<file path="src/rtl/sar_conv_ctrl.sv">
// SAR conversion sequencer: periodic cnvst pulses, eoc capture into a small
// result FIFO drained over valid/ready, with sticky overflow/timeout flags.
module sar_conv_ctrl #(
    parameter int PERIOD_W   = 16,
    parameter int FIFO_DEPTH = 4,
    parameter int TIMEOUT    = 64
) (
    input  logic                        clk,
    input  logic                        rst,
    input  logic                        enable,
    input  logic [PERIOD_W-1:0]         period,
    output logic                        cnvst,
    input  logic                        eoc,
    input  logic [7:0]                  sar_in,
    output logic [7:0]                  dout,
    output logic                        dout_valid,
    input  logic                        dout_ready,
    output logic [$clog2(FIFO_DEPTH):0] fifo_level,
    output logic                        busy,
    output logic                        overflow,
    output logic                        timeout_err,
    input  logic                        clr_err
);

    localparam int AW = $clog2(FIFO_DEPTH);
    localparam int LW = AW + 1;
    localparam int TW = $clog2(TIMEOUT + 1);

    localparam logic [1:0] IDLE = 2'd0;
    localparam logic [1:0] TRIG = 2'd1;
    localparam logic [1:0] BUSY = 2'd2;

    logic [1:0]          state;
    logic [1:0]          state_nxt;
    logic [PERIOD_W-1:0] period_cnt;
    logic [PERIOD_W-1:0] period_lat;
    logic [TW-1:0]       to_cnt;
    logic [PERIOD_W:0]   cnt_plus1;
    logic [PERIOD_W:0]   lat_minus1;
    logic                period_done;
    logic                to_expired;

    logic [7:0]          mem [FIFO_DEPTH];
    logic [AW-1:0]       wr_ptr;
    logic [AW-1:0]       rd_ptr;
    logic                wr_req;
    logic                wr_en;
    logic                pop;
    logic                full;
    logic                set_ovf;
    logic                set_to;

    // Counters restart in TRIG, so the TRIG cycle itself is uncounted; both
    // thresholds sit one lower so period and timeout are measured from cnvst.
    always_comb begin
        cnt_plus1   = {1'b0, period_cnt} + (PERIOD_W+1)'(1);
        lat_minus1  = (period_lat == '0) ? '0 : {1'b0, period_lat} - (PERIOD_W+1)'(1);
        period_done = (cnt_plus1 >= lat_minus1);
        to_expired  = (to_cnt == TW'(TIMEOUT - 2));
    end

    always_comb begin
        state_nxt = state;
        case (state)
            IDLE:    if (enable && period_done) state_nxt = TRIG;
            TRIG:    state_nxt = BUSY;
            BUSY:    if (eoc || to_expired) state_nxt = IDLE;
            default: state_nxt = IDLE;
        endcase
    end

    always_ff @(posedge clk or negedge rst) begin
        if (!rst) begin
            state      <= IDLE;
            cnvst      <= 1'b0;
            busy       <= 1'b0;
            period_cnt <= '0;
            period_lat <= '0;
            to_cnt     <= '0;
        end else begin
            state <= state_nxt;
            cnvst <= (state_nxt == TRIG);
            busy  <= (state_nxt != IDLE);
            case (state)
                TRIG: begin
                    period_lat <= period;
                    period_cnt <= '0;
                    to_cnt     <= '0;
                end
                BUSY: begin
                    if (period_cnt != '1) period_cnt <= period_cnt + PERIOD_W'(1);
                    to_cnt <= to_cnt + TW'(1);
                end
                default: begin
                    if (period_cnt != '1) period_cnt <= period_cnt + PERIOD_W'(1);
                end
            endcase
        end
    end

    always_comb begin
        wr_req  = (state == BUSY) && eoc;
        full    = (fifo_level == LW'(FIFO_DEPTH));
        pop     = dout_valid && dout_ready;
        wr_en   = wr_req && (!full || pop);
        set_ovf = wr_req && full && !pop;
        set_to  = (state == BUSY) && !eoc && to_expired;
    end

    assign dout_valid = (fifo_level != '0);
    assign dout       = mem[rd_ptr];

    // When full, wr_ptr == rd_ptr, so a write with a pop refills the freed slot.
    always_ff @(posedge clk or negedge rst) begin
        if (!rst) begin
            mem        <= '{default: '0};
            wr_ptr     <= '0;
            rd_ptr     <= '0;
            fifo_level <= '0;
        end else begin
            if (wr_en) begin
                mem[wr_ptr] <= sar_in;
                wr_ptr      <= wr_ptr + AW'(1);
            end
            if (pop) rd_ptr <= rd_ptr + AW'(1);
            case ({wr_en, pop})
                2'b10:   fifo_level <= fifo_level + LW'(1);
                2'b01:   fifo_level <= fifo_level - LW'(1);
                default: fifo_level <= fifo_level;
            endcase
        end
    end

    always_ff @(posedge clk or negedge rst) begin
        if (!rst) begin
            overflow    <= 1'b0;
            timeout_err <= 1'b0;
        end else begin
            if (set_ovf)      overflow <= 1'b1;
            else if (clr_err) overflow <= 1'b0;
            if (set_to)       timeout_err <= 1'b1;
            else if (clr_err) timeout_err <= 1'b0;
        end
    end

endmodule

</file>
<file path="config.mk">
export PLATFORM = sky130hd
export DESIGN_NAME = sar_conv_ctrl
export DESIGN_NICKNAME = d
export VERILOG_FILES = /design/src/rtl/sar_conv_ctrl.sv
export SDC_FILE = /design/constraint.sdc
export NUM_CORES = 1
export LEC_CHECK = 0
export CORE_ASPECT_RATIO = 0.9
export CORE_UTILIZATION = 35
export DETAILED_ROUTE_END_ITERATION = 12
export GPL_ROUTABILITY_DRIVEN = 1
export SYNTH_ARGS = -nofsm -noshare
export SYNTH_HDL_FRONTEND = slang
export SYNTH_SLANG_ARGS = --single-unit
</file>
<file path="constraint.sdc">
create_clock -name clk -period 5.4 [get_ports clk]
set_clock_uncertainty 0.15 [all_clocks]
set_input_delay 1.62 -clock clk [delete_from_list [all_inputs] [get_ports clk]]
set_output_delay 1.62 -clock clk [all_outputs]
set_load 0.01 [all_outputs]
</file>
==> images/cell_classes.png <==
Fill, decap, tap and diode cells in gray.
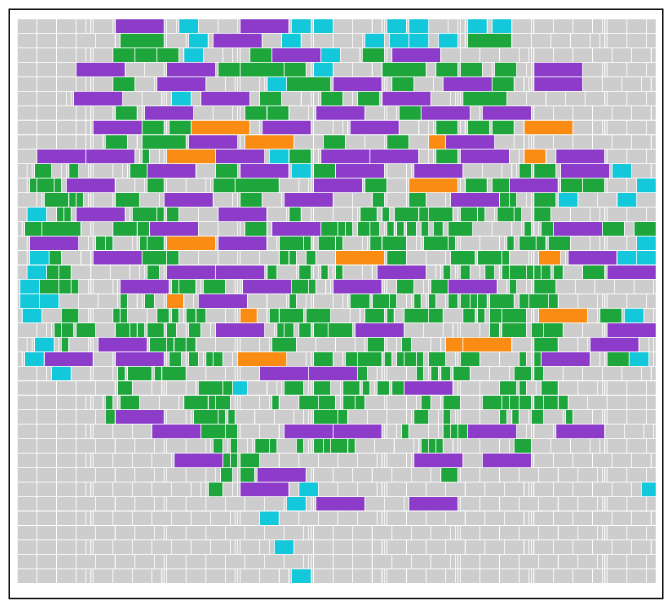
[flip-flops] purple | cells: 84
[other buffers and delay cells] cyan | cells: 46
[all other logic] green | cells: 315
[clock drivers and dummy loads] orange | cells: 16
core area: 12,700 um^2
Seq/total area: 38.2%

==> images/wire_density.png <==
Scale bar: 20 um. 25 x 22 tiles, from dark blue (low) to red (high), scaled to the fullest tile. Values are wire area over tile area, all layers added.
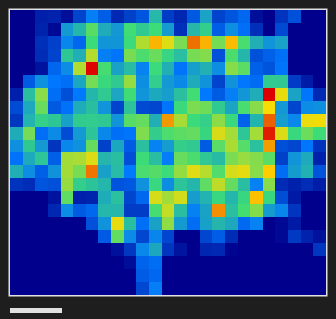
nearly empty tiles: 27%
tiles over half the peak: 19%
emptiest ninth of the die: bottom left
mean over tiles: 0.11
fullest tile: 0.39
routed vias: 3,135
DR WL/cell: 15.0 um
Routed WL: 9370 um
All-Layer GR Usage: 15.2%

==> results.py <==
# Auto-generated metrics
metrics = {
    "floorplan": {
        "fp_util_pct": 35.9,
        "die_x_um": 123,
    },
    "final_timing": {
        "hold_viol": 0,
        "fmax_ghz": 0.254,
    },
    "critical_path": {
        "setup.worst_path.end_class": "primary output",
        "max_stage_delay_ns": 0.73,
        "reg2regPathDepth": 12,
        "timing.rr.start": "period_lat[8]$_DFFE_PN0P_",
        "path_class": "reg2out",
    },
    "route": {
        "highest_layer": "met4",
        "drtAntennaViolNets": 0,
        "detail_route.first_pass.iterations": 4,
    },
    "clocking": {
        "cts_tree": "built",
        "cts_buffers": 9,
        "root_buffer": "clkbuf_16",
        "cts_setup_buffers": 0,
    },
    "synthesis": {
        "ys_seq_share_pct": 45.9,
        "syn_nets": 472,
        "yosys_area_um2": 4580,
        "syn_avg_cell_area_um2": 11.1,
    },
    "layout": {
        "logic_area_um2": 2360,
        "num_antenna_cells": 0,
    },
    "outcome": {
        "status": "finished clean",
    },
    "placement": {
        "io_buffers": 45,
    },
    "global_routing": {
        "grt_pass1_vias": 3293,
    },
    "flow_run": {
        "drv_cap": 0,
    },
}
==> images/met1.png <==
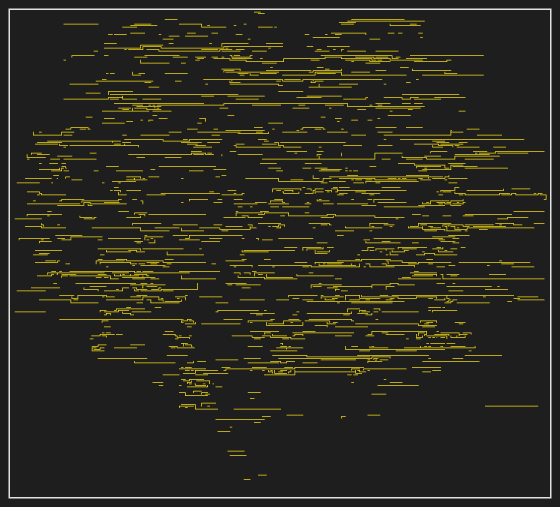
nets with wire on the layer: 472
longest straight run: 29.0 um
main direction: horizontal
wire length on this layer: 4,390 um
share of all routed wire: 47%
GR met1 Demand/Resource: 19.1%

[per-layer routing]
metal	global-route usage [%]	vias to the layer above
met1	19.1	1563
met4	5.28	0
met5	0	-
met3	3.87	14
li1	-	1521
met2	24.9	37
[report_power, final]
part / leakage, nW / switching, mW / total (mW) / internal, mW
Combinational: 1.29 / 0.493 / 1.16 / 0.671
Sequential: 1.08 / 0.218 / 1.09 / 0.868
Clock: 0.155 / 0.282 / 0.654 / 0.372
Total: 2.52 / 0.993 / 2.90 / 1.91
[final cells by class]
cell class	instances	area share [%]
Timing Repair Buffer	46	8.27
Multi-Input combinational cell	297	42.9
Inverter	18	1.23
Clock buffer	9	4.09
Sequential cell	84	38.2
Tap cell	164	3.73
Clock inverter	7	1.59
[cells by family after synthesis]
group	share of synthesized area (%)
muxes	15.7
DFF	45.9
other	0.0819
AOI/OAI and AO/OA	7.14
adders and majority gates	8.64
buffers and inverters	2.49
xor gates and xnor gates	6.12
and+or+nand+nor	13.9
[synthesized netlist by cell type, drive strengths merged (2+ instances only)]
| master | n |
|---|---|
| a21o | 4 |
| a21oi | 13 |
| and3 | 2 |
| buf | 2 |
| clkbuf | 10 |
| dfrtp | 84 |
| ha | 30 |
| inv | 18 |
| mux2 | 46 |
| mux2i | 2 |
| mux4 | 8 |
| nand2 | 46 |
| nand2b | 4 |
| nand3 | 10 |
| nand3b | 2 |
| nand4 | 5 |
| nor2 | 27 |
| nor2b | 5 |
| nor3 | 9 |
| o21ai | 14 |
| o21ba | 9 |
| or2 | 2 |
| or3 | 8 |
| or4 | 3 |
| xnor2 | 12 |
| xor2 | 20 |
[registers in the layout, summed over array words and instances, names as in the netlist]
| name | flops |
|---|---|
| period_cnt | 16 |
| rd_ptr | 2 |
| period_lat | 16 |
| state | 2 |
| to_cnt | 7 |
| fifo_level | 3 |
| busy | 1 |
| timeout_err | 1 |
| cnvst | 1 |
| overflow | 1 |
| wr_ptr | 2 |
| mem | 32 |
[how the worst max path moves through the flow]
stage,startpoint,endpoint,slack [ns],depth (start not counted)
global route,dout_ready,fifo_level[2]$_DFFE_PN0P_,1.29,10
floorplan,dout_ready,fifo_level[2]$_DFFE_PN0P_,1.55,10
global placement,dout_ready,fifo_level[2]$_DFFE_PN0P_,1.17,10
finish,rd_ptr[0]$_DFFE_PN0P_,dout[5],1.46,2
CTS,rd_ptr[0]$_DFFE_PN0P_,dout[5],1.41,2
detailed placement,dout_ready,fifo_level[2]$_DFFE_PN0P_,1.11,10
[worst max-delay path, delay by kind of cell (launching register included)]
family                 cells  cell delay (ns)
muxes                      1             0.58
buffers and inverters      1             0.50
DFF                        1             0.73
Power and IR drop assume default switching activity.
